## config.mk

```make
export PLATFORM = sky130hd
export DESIGN_NAME = op_logic_pipe
export DESIGN_NICKNAME = d
export VERILOG_FILES = /design/src/rtl/op_logic_pipe.sv
export SDC_FILE = /design/constraint.sdc
export NUM_CORES = 1
export LEC_CHECK = 0
export CELL_PAD_IN_SITES_DETAIL_PLACEMENT = 0
export CELL_PAD_IN_SITES_GLOBAL_PLACEMENT = 1
export CORE_MARGIN = 3
export CORE_UTILIZATION = 48
export DETAILED_ROUTE_END_ITERATION = 10
export PLACE_DENSITY = 0.95
export SKIP_CTS_REPAIR_TIMING = 1
export SLEW_MARGIN = 20
export SYNTH_ARGS = -nofsm -noshare
export SYNTH_HDL_FRONTEND = slang
export SYNTH_SLANG_ARGS = --single-unit
```

## constraint.sdc

```tcl
create_clock -name clk -period 10 [get_ports clk]
set_clock_uncertainty 0.2 [all_clocks]
set_input_delay 1.5 -clock clk [delete_from_list [all_inputs] [get_ports clk]]
set_output_delay 1.5 -clock clk [all_outputs]
set_load 0.005 [all_outputs]
```

## src/rtl/op_logic_pipe.sv

```systemverilog
// Two-stage logical-operation pipeline. Stage 1 captures the shifted operand 2 and
// shifter carry; stage 2 captures the logic result and the updated flags.
module op_logic_pipe #(
  parameter int WIDTH = 32,
  parameter int SHW   = $clog2(WIDTH)
) (
  input  logic             clk,
  input  logic             rst,
  input  logic             in_valid,
  output logic             in_ready,
  input  logic [2:0]       op,
  input  logic             IMM,
  input  logic             S,
  input  logic [WIDTH-1:0] Rn,
  input  logic [WIDTH-1:0] Rm,
  input  logic [11:0]      imm_operand,
  input  logic [1:0]       stype,
  input  logic [SHW-1:0]   imm_shift,
  input  logic             carry_in,
  input  logic             zero_in,
  input  logic             neg_in,
  input  logic             ovf_in,
  output logic             out_valid,
  input  logic             out_ready,
  output logic [WIDTH-1:0] Rd,
  output logic             carry_out,
  output logic             zero_out,
  output logic             neg_out,
  output logic             ovf_out
);

  typedef enum logic [1:0] {
    SH_LSL = 2'b00,
    SH_LSR = 2'b01,
    SH_ASR = 2'b10,
    SH_ROR = 2'b11
  } shift_e;

  typedef enum logic [2:0] {
    OP_AND = 3'b000,
    OP_ORR = 3'b001,
    OP_EOR = 3'b010,
    OP_BIC = 3'b011,
    OP_MOV = 3'b100,
    OP_MVN = 3'b101
  } op_e;

  // ---------------------------------------------------------------------------
  // Handshake
  // ---------------------------------------------------------------------------
  logic s1_valid;
  logic s2_valid;
  logic s2_ready;

  assign s2_ready = !s2_valid || out_ready;
  assign in_ready = !s1_valid || s2_ready;

  // ---------------------------------------------------------------------------
  // Barrel shifter (operand 2)
  // ---------------------------------------------------------------------------
  logic [WIDTH-1:0]        imm_ext;
  logic                    imm_unused;
  logic [WIDTH:0]          lsl_w;
  logic [WIDTH:0]          lsr_w;
  logic signed [WIDTH:0]   asr_w;
  logic [SHW:0]            ror_back;
  logic [WIDTH-1:0]        ror_v;
  logic [WIDTH-1:0]        sh_op2;
  logic                    sh_c;

  // Narrow datapaths drop the upper immediate bits.
  assign imm_ext    = WIDTH'(imm_operand);
  assign imm_unused = ^imm_operand;

  // The extra guard bit in each wide shift lands exactly on the shifter carry.
  always_comb begin
    // NOTE: every variable written here gets a default first so no latch is inferred.
    lsl_w    = {1'b0, Rm} << imm_shift;
    lsr_w    = {Rm, 1'b0} >> imm_shift;
    asr_w    = $signed({Rm, 1'b0}) >>> imm_shift;
    ror_back = (SHW+1)'(WIDTH) - (SHW+1)'(imm_shift);
    ror_v    = (Rm >> imm_shift) | (Rm << ror_back);
    sh_op2   = Rm;
    sh_c     = carry_in;

    if (IMM) begin
      sh_op2 = imm_ext;
      sh_c   = carry_in;
    end else if (imm_shift == '0) begin
      // Zero shift amounts encode the special forms (LSR/ASR by WIDTH, RRX).
      case (shift_e'(stype))
        SH_LSL: begin
          sh_op2 = Rm;
          sh_c   = carry_in;
        end
        SH_LSR: begin
          sh_op2 = '0;
          sh_c   = Rm[WIDTH-1];
        end
        SH_ASR: begin
          sh_op2 = {WIDTH{Rm[WIDTH-1]}};
          sh_c   = Rm[WIDTH-1];
        end
        default: begin
          sh_op2 = {carry_in, Rm[WIDTH-1:1]};
          sh_c   = Rm[0];
        end
      endcase
    end else begin
      case (shift_e'(stype))
        SH_LSL: begin
          sh_op2 = lsl_w[WIDTH-1:0];
          sh_c   = lsl_w[WIDTH];
        end
        SH_LSR: begin
          sh_op2 = lsr_w[WIDTH:1];
          sh_c   = lsr_w[0];
        end
        SH_ASR: begin
          sh_op2 = asr_w[WIDTH:1];
          sh_c   = asr_w[0];
        end
        default: begin
          sh_op2 = ror_v;
          sh_c   = lsr_w[0];
        end
      endcase
    end
  end

  // ---------------------------------------------------------------------------
  // Stage 1 registers
  // ---------------------------------------------------------------------------
  op_e              s1_op;
  logic             s1_s;
  logic [WIDTH-1:0] s1_rn;
  logic [WIDTH-1:0] s1_op2;
  logic             s1_shc;
  logic             s1_c;
  logic             s1_z;
  logic             s1_n;
  logic             s1_v;

  always_ff @(posedge clk) begin
    // NOTE: non-blocking assignments keep every register reading pre-edge values.
    if (rst) begin
      s1_valid <= 1'b0;
    end else if (in_ready) begin
      s1_valid <= in_valid;
    end
  end

  // NOTE: payload registers carry no reset; the valid bits alone qualify them.
  always_ff @(posedge clk) begin
    if (in_valid && in_ready) begin
      s1_op  <= op_e'(op);
      s1_s   <= S;
      s1_rn  <= Rn;
      s1_op2 <= sh_op2;
      s1_shc <= sh_c;
      s1_c   <= carry_in;
      s1_z   <= zero_in;
      s1_n   <= neg_in;
      s1_v   <= ovf_in;
    end
  end

  // ---------------------------------------------------------------------------
  // Logic unit and flag update
  // ---------------------------------------------------------------------------
  logic [WIDTH-1:0] res;
  logic             c_next;
  logic             z_next;
  logic             n_next;
  logic             v_next;

  always_comb begin
    case (s1_op)
      OP_AND:  res = s1_rn & s1_op2;
      OP_ORR:  res = s1_rn | s1_op2;
      OP_EOR:  res = s1_rn ^ s1_op2;
      OP_BIC:  res = s1_rn & ~s1_op2;
      OP_MVN:  res = ~s1_op2;
      default: res = s1_op2;
    endcase

    if (s1_s) begin
      c_next = s1_shc;
      z_next = (res == '0);
      n_next = res[WIDTH-1];
      v_next = s1_v;
    end else begin
      c_next = s1_c;
      z_next = s1_z;
      n_next = s1_n;
      v_next = s1_v;
    end
  end

  // ---------------------------------------------------------------------------
  // Stage 2 registers (drive the outputs directly)
  // ---------------------------------------------------------------------------
  logic [WIDTH-1:0] s2_rd;
  logic             s2_c;
  logic             s2_z;
  logic             s2_n;
  logic             s2_v;

  always_ff @(posedge clk) begin
    if (rst) begin
      s2_valid <= 1'b0;
      s2_rd    <= '0;
      s2_c     <= 1'b0;
      s2_z     <= 1'b0;
      s2_n     <= 1'b0;
      s2_v     <= 1'b0;
    end else begin
      if (s2_ready) begin
        s2_valid <= s1_valid;
      end
      if (s1_valid && s2_ready) begin
        s2_rd <= res;
        s2_c  <= c_next;
        s2_z  <= z_next;
        s2_n  <= n_next;
        s2_v  <= v_next;
      end
    end
  end

  assign out_valid = s2_valid;
  assign Rd        = s2_rd;
  assign carry_out = s2_c;
  assign zero_out  = s2_z;
  assign neg_out   = s2_n;
  assign ovf_out   = s2_v;

endmodule

```

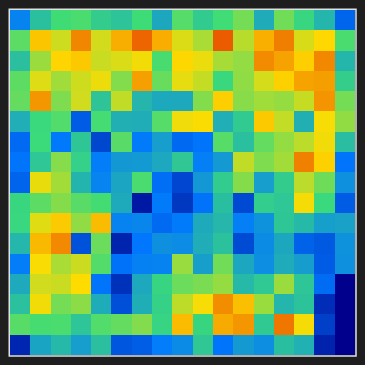
(run_1/cell_density.png)
(2 px per um) 17 x 17 tiles, from dark blue (low) to red (high), 0 to 100% covered.
The mean over all tiles is 49%. 1.4% of the tiles are nearly empty. The fullest tile reaches 90%. 13% of the tiles are over 75% full.

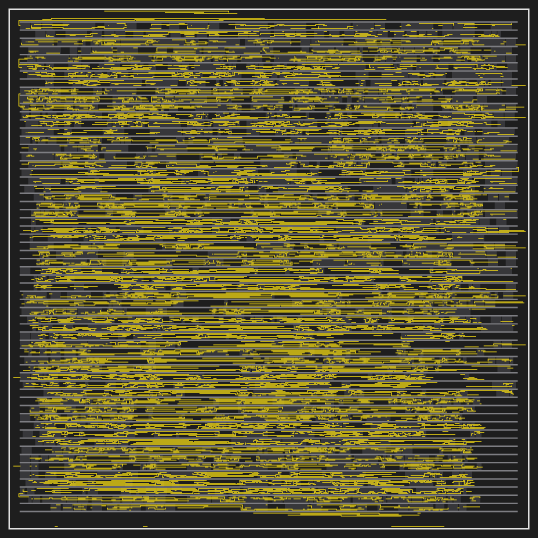
(run_1/layer_met1.png)
(3 px per um) Supply wires on this layer in grey. Cells faint in the background.
The layer carries 25.1 mm of wire. 1659 nets have wire on it.

==> notes.md, run 1 <==
flow finished, numbers: inverters 101, clock network area share 2.06%, DR WL met3 8640 um, Area-dominant class logic gates, final hold slack 0.287 ns, Multiplexer share 21.2%, synthesized area per cell 8.20 um^2, Seq power 557 uW, GRT Residual Overflow 0, first-pass GRT wire length 93200 um, Die W 173 um, Starting DRT DRC Count 2249, vias in the first global route 13760, Complex Gates by Area 26.9%, Netlist cell types 80, met1 wire length 25100 um, Clock Pin Slew Worst Setup and Hold Paths 0.08 ns, Setup crit end kind register, DR top layer met4, largest net degree at the start of global routing 78, Max VDD drop 85.6 uV, layout cells sized above 1 12.7%, post-synthesis xor/xnor area fraction 0.601%, clkbuf count 12, Max power group combinational cells, Setup TNS 0 ns, met2 Usage GRT 58.2%, Root Buffer clkbuf_16, DRC 0, flops & latches, synth 111, R2R Path Start s1_op[1]$_DFFE_PP_, number of I/O port buffers 133, Sw Share 40.1%, Internal 1010 uW, Main synth FF type edfxtp_1, CP bufs+invs 4, Hold Crit Depth 2, CP peak stage delay 0.83 ns, YS warnings 0, fmax 0.173 GHz, Max clock buf depth 2, DP HPWL 45000 um, Worst-Margin Slew 1.12 ns, synthesized instance count 1626, Worst Setup SP imm_shift[1], GR met3 Demand/Resource 14.0%, met2 WL 25900 um, Synth area leader edfxtp_1, Comb power frac 44.3%, drt pass-1 iters 5, Hold Vio Cnt, Final 0, status complete, no violations, total number of vias 14540, Post-Synth Simple-Gate Area 17.1%, sequential cell area 2950 um^2, Pre-Place Util 49.2%, io pins 134, PwrDens 112 nW/um^2, area delta synth->final 12.9%, Psw 675 uW
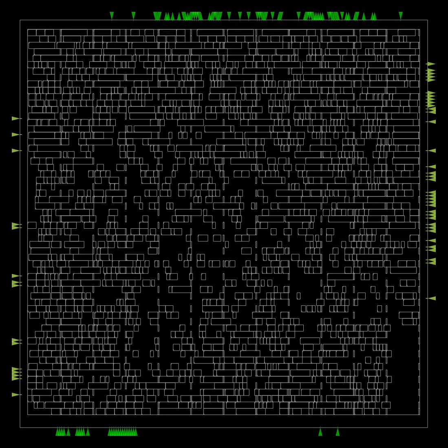
(run_1/placement.png)
final cell count without fillers: 2022
Seq/total area: 19.6%
FP Rows: 60

==> run 1: through the flow <==
| stage | utilization, % | setup slack, ns | std cells | power [uW] | area [um^2] |
|---|---|---|---|---|---|
| 6_report | 55.5 | 4.21 | 2022 | 1690 | 15000 |
| 3_5_place_dp | 54.4 | 3.92 | 2006 | 1280 | 14700 |
| 3_3_place_gp | 54.4 | 3.82 | 2006 | 1270 | 14700 |
| 4_1_cts | 55.5 | 4.34 | 2022 | 1660 | 15000 |
| 2_1_floorplan | - | 4.91 | 1626 | 1010 | 13300 |
| 5_1_grt | 55.5 | 4.00 | 2022 | 1750 | 15000 |
==> run 1: state kept, by name (all words and copies together) (netlist names), 3 cells and up <==
name,cells
s1_op2,32
s1_rn,32
s1_op,3
Rd,32
==> run 1: worst paths after layout <==
kind / slack [ns] / to
setup / recovery: 4.21 / s1_op2[18]$_SDFFCE_PP0P_
hold / removal: 0.29 / ovf_out$_SDFFE_PP0P_
setup reg to reg: 6.23 / zero_out$_SDFFE_PP0P_
hold reg to reg: 0.29 / ovf_out$_SDFFE_PP0P_
==> run 1: cells in the final DEF, fill, tap and decap left out, drive strengths merged, types with 10 or more instances in the layout <==
cell	netlist	final
nor3	33	33
mux2i	91	91
ha	38	38
a31oi	13	13
o211ai	29	29
clkdlybuf4s50	0	129
a21o	16	16
o21ai	66	66
a22o	12	12
nand3	35	35
o221ai	16	16
a211oi	62	62
buf	55	49
inv	99	102
and2	10	10
nand2b	20	20
dfxtp	38	38
a221oi	37	37
or3b	12	12
o22ai	31	31
a21oi	118	118
a311oi	13	13
nor2b	18	18
nand3b	18	18
nor2	144	144
mux2	47	47
o311ai	12	12
edfxtp	73	73
mux4	61	61
nand2	156	156
nand4	11	11
clkbuf	115	12
==> run 2, diff against run 1 <==
--- a/config.mk
+++ b/config.mk
@@ -8,9 +8,9 @@
 export CELL_PAD_IN_SITES_DETAIL_PLACEMENT = 0
 export CELL_PAD_IN_SITES_GLOBAL_PLACEMENT = 1
 export CORE_MARGIN = 3
-export CORE_UTILIZATION = 48
+export CORE_UTILIZATION = 45
 export DETAILED_ROUTE_END_ITERATION = 10
-export PLACE_DENSITY = 0.95
+export PLACE_DENSITY = 0.94
 export SKIP_CTS_REPAIR_TIMING = 1
 export SLEW_MARGIN = 20
 export SYNTH_ARGS = -nofsm -noshare
==> constraint.sdc (replaced) <==
create_clock -name clk -period 6 [get_ports clk]
set_clock_uncertainty 0.2 [all_clocks]
set_input_delay 0.9 -clock clk [delete_from_list [all_inputs] [get_ports clk]]
set_output_delay 0.9 -clock clk [all_outputs]
set_load 0.005 [all_outputs]
==> run 2 against run 1 <==
Compared with the run above:
- non-clock buffer count up 24
- final cell count up 1.9%
- flip-flop count unchanged
- via count up 2.1%
- critical endpoint is now s1_op2[1]$_DFFE_PP_
- core utilization down 2.8 points
- count of clock-buffer cells in the layout down 3
- first-iteration DRC count about the same
- synthesized area unchanged
- largest cell class unchanged
- largest power group unchanged
- register-to-register slack worse by 4.1 ns
==> notes.md, run 2 <==
flow finished, numbers: status complete, no violations, Starting DRT DRC Count 2248 (-0.044%), Mapped Area 13300 um^2, first-pass GRT wire length 96300 um (+3.3%), PwrDens 187 nW/um^2 (+67%), Worst Hold Class reg2reg, Comb/total area 60.8%, Die W 178 um (+3.2%), most common logic cell in the routed design nand2_1, synthesized area per cell 8.20 um^2 (unchanged), Max clock buf depth 2 (unchanged), Pre-Place Util 46.1% (-3.1 points), Netlist cell types 80 (unchanged), area delta synth->final 14.5%, Internal 1660 uW (+64%), internal reg-to-reg setup slack 2.14 ns (-4.09 ns), Die Span Y 178 um, fmax 0.220 GHz, chip area 31700 um^2, Worst EP required 5.95 ns, io pins 134 (unchanged), YS warnings 0 (unchanged), overall power 2850 uW (+69%), synthesized instance count 1626 (unchanged), R2R Path Start s1_op[0]$_DFFE_PP_, Hold Path Sink ovf_out$_SDFFE_PP0P_, Synth top cells by count nand2_1, nor2_1, a21oi_1, Post-DP Area 14900 um^2 (+1.2%), fill count 2723, final core occ 52.7% (-2.8 points), Synth area leader edfxtp_1, sequential cell area 2950 um^2 (unchanged), inverters 101 (unchanged), Hold Vio Cnt, Final 0 (unchanged), Setup TNS 0 ns (unchanged), LEAKAGE 0.00573 uW, Worst-Margin Slew 1.11 ns (-0.00641 ns), DRC 0 (unchanged), largest net degree at the start of global routing 74 (-5.1%), Clock Pin Slew Worst Setup and Hold Paths 0.09 ns (about the same), flops & latches, synth 111 (unchanged), Setup crit end kind register, CP endpoint s1_op2[1]$_DFFE_PP_, clock network area share 2.01% (-0.053 points), drt pass-1 iters 8 (+3), clkbuf count 9 (-3), post-route cell area 15300 um^2 (+1.4%), layout cells sized above 1 14.0% (+1.3 points), Main synth FF type edfxtp_1, Worst Setup SP imm_shift[1], GRT Total Usage 41.6%, DP HPWL 48500 um (+7.9%), final hold slack 0.257 ns (-0.0301 ns), top-area cell type share of the netlist area 16.4%, capturing point of the worst reg2reg path zero_out$_SDFFE_PP0P_, vias in the first global route 13921 (+1.2%), total number of vias 14845 (+2.1%), Max VDD drop 143 uV (+67%), dominant logic cell types in the final layout nand2_1, nor2_1, clkdlybuf4s50_1, a21oi_1, inv_1, Sw Share 41.7% (+1.6 points), GRT Residual Overflow 0 (unchanged), number of I/O port buffers 133 (unchanged), Area-dominant class logic gates, Psw 1190 uW (+76%), Comb power frac 44.5% (+0.2 points), maxcap violations 0, Hold Crit Depth 2 (unchanged), TritonCTS clock tree yes, Root Buffer clkbuf_16
-- run 2: stage by stage --
| stage | worst slack [ns] | cells |
|---|---|---|
| after floorplan | 1.51 | 1626 |
| after global placement | 1.32 | 2041 |
| after detailed placement | 1.37 | 2041 |
| after CTS | 1.78 | 2057 |
| after global routing | 1.40 | 2059 |
| final | 1.44 | 2060 |
-- run 2: power groups by stage --
stage | registers, uW | clock network [uW] | logic (uW)
6_report | 929 | 652 | 1270
5_1_grt | 933 | 689 | 1320
4_1_cts | 927 | 665 | 1210
3_5_place_dp | 945 | 0 | 1200
3_3_place_gp | 942 | 0 | 1200
2_1_floorplan | 928 | 0 | 748
-- run 2: cells by family (layout without fill, tap and decap cells) --
kind of cell | Yosys count | in the layout | share of synthesized area (%)
AND-OR/OR-AND | 514 | 514 | 26.9
AND/OR/NAND/NOR | 486 | 486 | 17.1
buffers and inverters | 271 | 319 | 8.43
multiplexers | 199 | 199 | 21.2
flip-flops | 111 | 111 | 22.2
adder cells (fa/ha/maj) | 38 | 38 | 3.57
XOR/XNOR | 7 | 7 | 0.601
other | 0 | 2 | 0
-- run 2: critical path, stage by stage --
cell	delay [ns]
buf_2	0.44
inv_1	0.14
ha_1	0.31
and3_1	0.25
ha_1	0.20
buf_4	0.21
nand2b_1	0.39
a221oi_1	0.12
a21oi_1	0.56
o311ai_0	0.48
a21oi_1	0.24
nand2_1	0.07
and3_1	0.16
-- run 2: routing by layer --
layer  GRT usage (%)  wire length [um]  share of wire (%)  up-vias
met1            54.4             25900                 39     7049
met2            60.0             27400                 41     1212
met5               0                 0                  0        -
li1                -                 -                  -     6288
met4            23.6              5000                7.5        0
met3            13.8              8790                 13      296
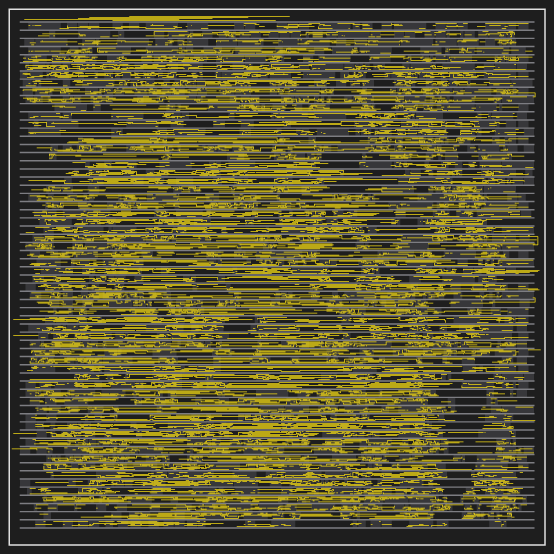
(run_2/layer_met1.png)
(3 px per um) Supply wires on this layer in grey. Cells faint in the background.
The longest straight run is 87.9 um. The wires run mostly horizontal. The layer carries 25.9 mm of wire. The layer holds 39% of the routed length. 1679 nets have wire on it.

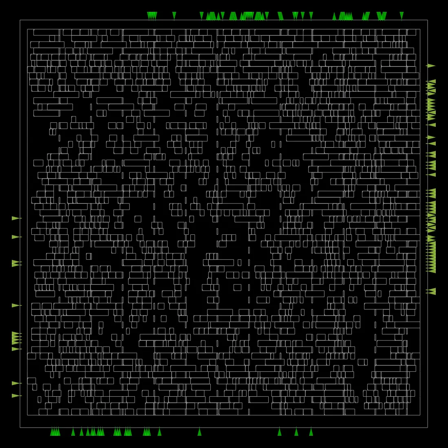
(run_2/placement.png)
Seq/total area: 19.4%
FP Rows: 62
core region area: 28900 um^2

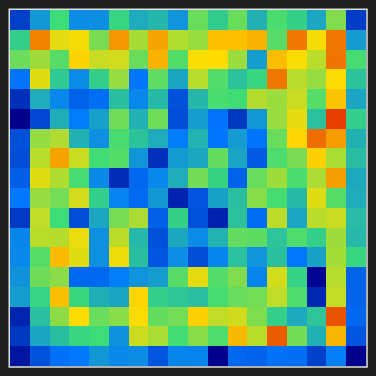
(run_2/cell_density.png)
(2 px per um) 18 x 18 tiles, from dark blue (low) to red (high), 0 to 100% covered.
9.3% of the tiles are over 75% full. The mean over all tiles is 47%. The emptiest ninth of the die: centre.

==> run 3, diff against run 2 <==
--- a/config.mk
+++ b/config.mk
@@ -8,9 +8,9 @@
 export CELL_PAD_IN_SITES_DETAIL_PLACEMENT = 0
 export CELL_PAD_IN_SITES_GLOBAL_PLACEMENT = 1
 export CORE_MARGIN = 3
-export CORE_UTILIZATION = 45
+export CORE_UTILIZATION = 40
 export DETAILED_ROUTE_END_ITERATION = 10
-export PLACE_DENSITY = 0.94
+export PLACE_DENSITY = 0.89
 export SKIP_CTS_REPAIR_TIMING = 1
 export SLEW_MARGIN = 20
 export SYNTH_ARGS = -nofsm -noshare
==> constraint.sdc (replaced) <==
create_clock -name clk -period 4.05 [get_ports clk]
set_clock_uncertainty 0.2 [all_clocks]
set_input_delay 0.6075 -clock clk [delete_from_list [all_inputs] [get_ports clk]]
set_output_delay 0.6075 -clock clk [all_outputs]
set_load 0.005 [all_outputs]
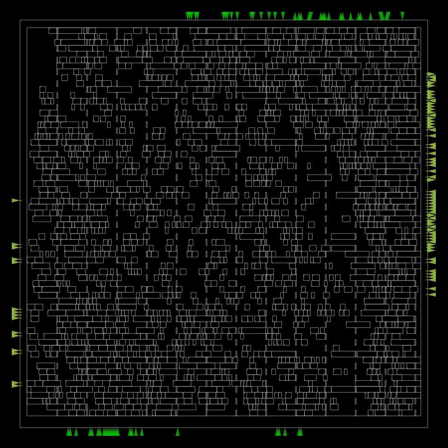
(run_3/placement.png)
final core occ: 49.4%
fill count: 3156
sequential cell count: 111
Seq/total area: 18.3%

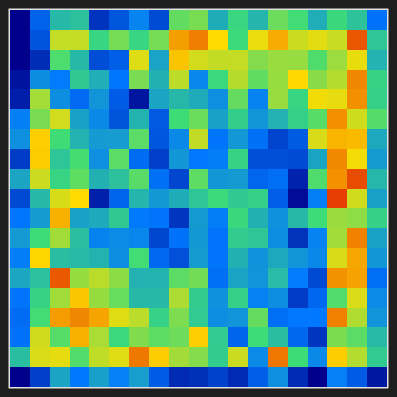
(run_3/cell_density.png)
(2 px per um) 19 x 19 tiles, from dark blue (low) to red (high), 0 to 100% covered.
1.4% of the tiles are nearly empty. The fullest tile reaches 93%. The mean over all tiles is 44%. The densest ninth of the die: north-east. 10% of the tiles are over 75% full.

==> run 3 against run 2 <==
Compared with the run above:
- register-to-register slack lost 1.4 ns
- die size rose by 12%
- critical path depth fell by 2
- sequential power increased by 47%
- non-clock buffer count up 94
- flip-flop count did not move
- core utilization is 3.3 points lower
- synthesized cell count unchanged
- clock power rose by 44%
- combinational power grew about 60%
- largest cell class unchanged
==> notes.md, run 3 <==
flow finished, numbers: status complete, no violations, YS warnings 0 (unchanged), io pins 134 (unchanged), FP Rows 66 (+6.5%), Synth area leader edfxtp_1, Die Span Y 189 um (+5.9%), Clock Sinks 111, Netlist cell types 80 (unchanged), Starting DRT DRC Count 2067 (-8.1%), Clock Pin Slew Worst Setup and Hold Paths 0.09 ns (about the same), Synth top cells by count nand2_1, nor2_1, a21oi_1, CP bufs+invs 3 (unchanged), layer with the highest usage met2, CP cell instances clkdlybuf4s50_1 > inv_1 > ha_1 > a21oi_1 > buf_12 > o21ai_0 > o211ai_1 > o311a_1 > o311ai_1 > a21oi_1 > a2111oi_0, dominant logic cell types in the final layout nand2_1, buf_4, nor2_1, clkdlybuf4s50_1, a21oi_1, Max VDD drop 178 uV (+25%), Setup crit end kind register, PwrDens 268 nW/um^2 (+44%), GR met3 Demand/Resource 7.80% (-6.0 points), Worst Setup SP stype[0], number of cells after detailed placement 2194 (+7.5%), Die W 189 um (+5.9%), M1 GR Usage 50.8% (-3.6 points), Final Setup Violations 0, Worst Hold Class reg2reg, vias in the first global route 13851 (-0.50%), area delta synth->final 21.3%, slowest CP cell a2111oi_0, first-pass GRT wire length 99100 um (+2.9%), Main synth FF type edfxtp_1, TritonCTS clock tree yes, Worst EP required 3.95 ns (-2.00 ns), top-area cell type share of the netlist area 16.4% (unchanged), CP peak stage delay 0.62 ns (+0.06 ns), Max clock buf depth 2 (unchanged), core region area 32700 um^2 (+13%), Mapped Area 13300 um^2 (unchanged), maxcap violations 0 (unchanged), LEAKAGE 0.00625 uW (+8.9%), final hold slack 0.273 ns (+0.0158 ns), Hold Vio Cnt, Final 0 (unchanged), DRC 0 (unchanged), Post-Route WL 68800 um, hold path startpoint ovf_out$_SDFFE_PP0P_, flops & latches, synth 111 (unchanged), largest net degree at the start of global routing 103 (+39%), Pre-Place Util 40.8% (-5.3 points), R2R Path Start s1_op[1]$_DFFE_PP_, Setup TNS 0 ns (unchanged), most common logic cell in the routed design nand2_1, Hold Path Sink ovf_out$_SDFFE_PP0P_, CP endpoint s1_op2[21]$_SDFFCE_PP0P_, Root Buffer clkbuf_16, final cell count without fillers 2211 (+7.3%), setup ws final 0.408 ns (-1.04 ns), met2 Usage GRT 57.9% (-2.1 points), Hold Crit Depth 2 (unchanged), CP startpoint kind input port, initial antenna violation count 3, capturing point of the worst reg2reg path zero_out$_SDFFE_PP0P_, synthesized area per cell 8.20 um^2 (unchanged), DP HPWL 53700 um (+11%), GRT Total Usage 38.0% (-3.6 points), chip area 35500 um^2 (+12%), internal reg-to-reg setup slack 0.71 ns (-1.43 ns), GRT Residual Overflow 0 (unchanged), synthesized instance count 1626 (unchanged), total number of vias 14873 (+0.19%), pre-CTS WS 0.0890 ns (-1.28 ns)
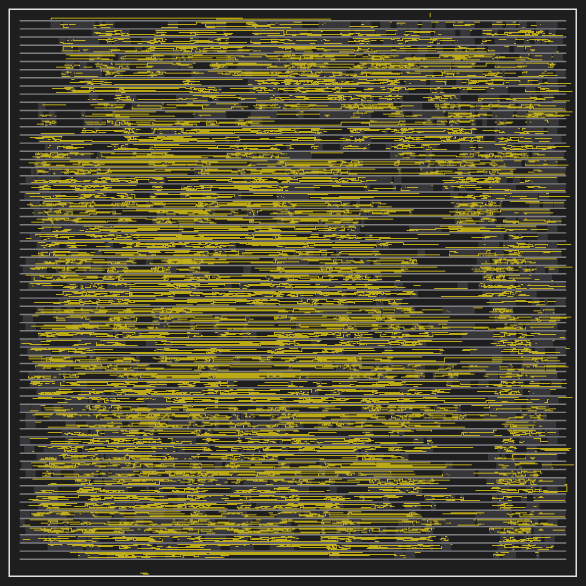
(run_3/layer_met1.png)
(3 px per um) Supply wires on this layer in grey. Cells faint in the background.
The longest straight run is 97.5 um. The layer holds 40% of the routed length.

## run 3: cell types whose count changed in the layout (fill, tap and decap cells not counted), sizes merged
cell    delta
inv        +1
clkinv     -1
diode      -1
buf       +94
## run 3: cell families after synthesis
| logic type | Yosys count | synth area share (%) |
|---|---|---|
| AND-OR/OR-AND | 514 | 26.9 |
| adder cells (fa/ha/maj) | 38 | 3.57 |
| AND/OR/NAND/NOR | 486 | 17.1 |
| multiplexers | 199 | 21.2 |
| buffers and inverters | 271 | 8.43 |
| XOR/XNOR | 7 | 0.601 |
| flip-flops | 111 | 22.2 |
## run 3: through the flow
step	utilization, %	instance area, um^2	power (uW)
after global routing	49.4	16200	4510
after CTS	49.4	16200	4290
final	49.4	16200	4340
after global placement	48.5	15900	3340
after floorplan	-	13300	2480
after detailed placement	48.5	15900	3350
## run 3: layer usage
metal,share of wire [%],vias up
li1,-,6456
met1,40,7207
met2,44,1022
met3,10,184
met4,6.1,4
met5,0.035,-
## run 3: worst reg2reg max path, delay by kind of cell, from the launching register on
family / cells / cell delay [ns]
flops: 1 / 0.59
simple gates: 3 / 1.22
buf+inv: 2 / 0.57
compound gates: 3 / 0.71
## run 3: cell type report
type,count,area (um^2),share of cell area [%]
Antenna cell,1,2.50,0.0155
Clock buffer,9,225,1.39
Timing Repair Buffer,296,2700,16.7
Clock inverter,7,70.1,0.434
Inverter,101,379,2.35
Multi-Input combinational cell,1244,9280,57.4
Sequential cell,111,2950,18.3
Tap cell,442,553,3.42
## run 3: power breakdown
| part | internal (uW) | leakage [uW] | switching [uW] |
|---|---|---|---|
| sequential | 1300 | 0.00104 | 68.6 |
| clock | 442 | 0.000149 | 499 |
| combinational | 814 | 0.00506 | 1210 |
Power and IR drop assume default switching activity.
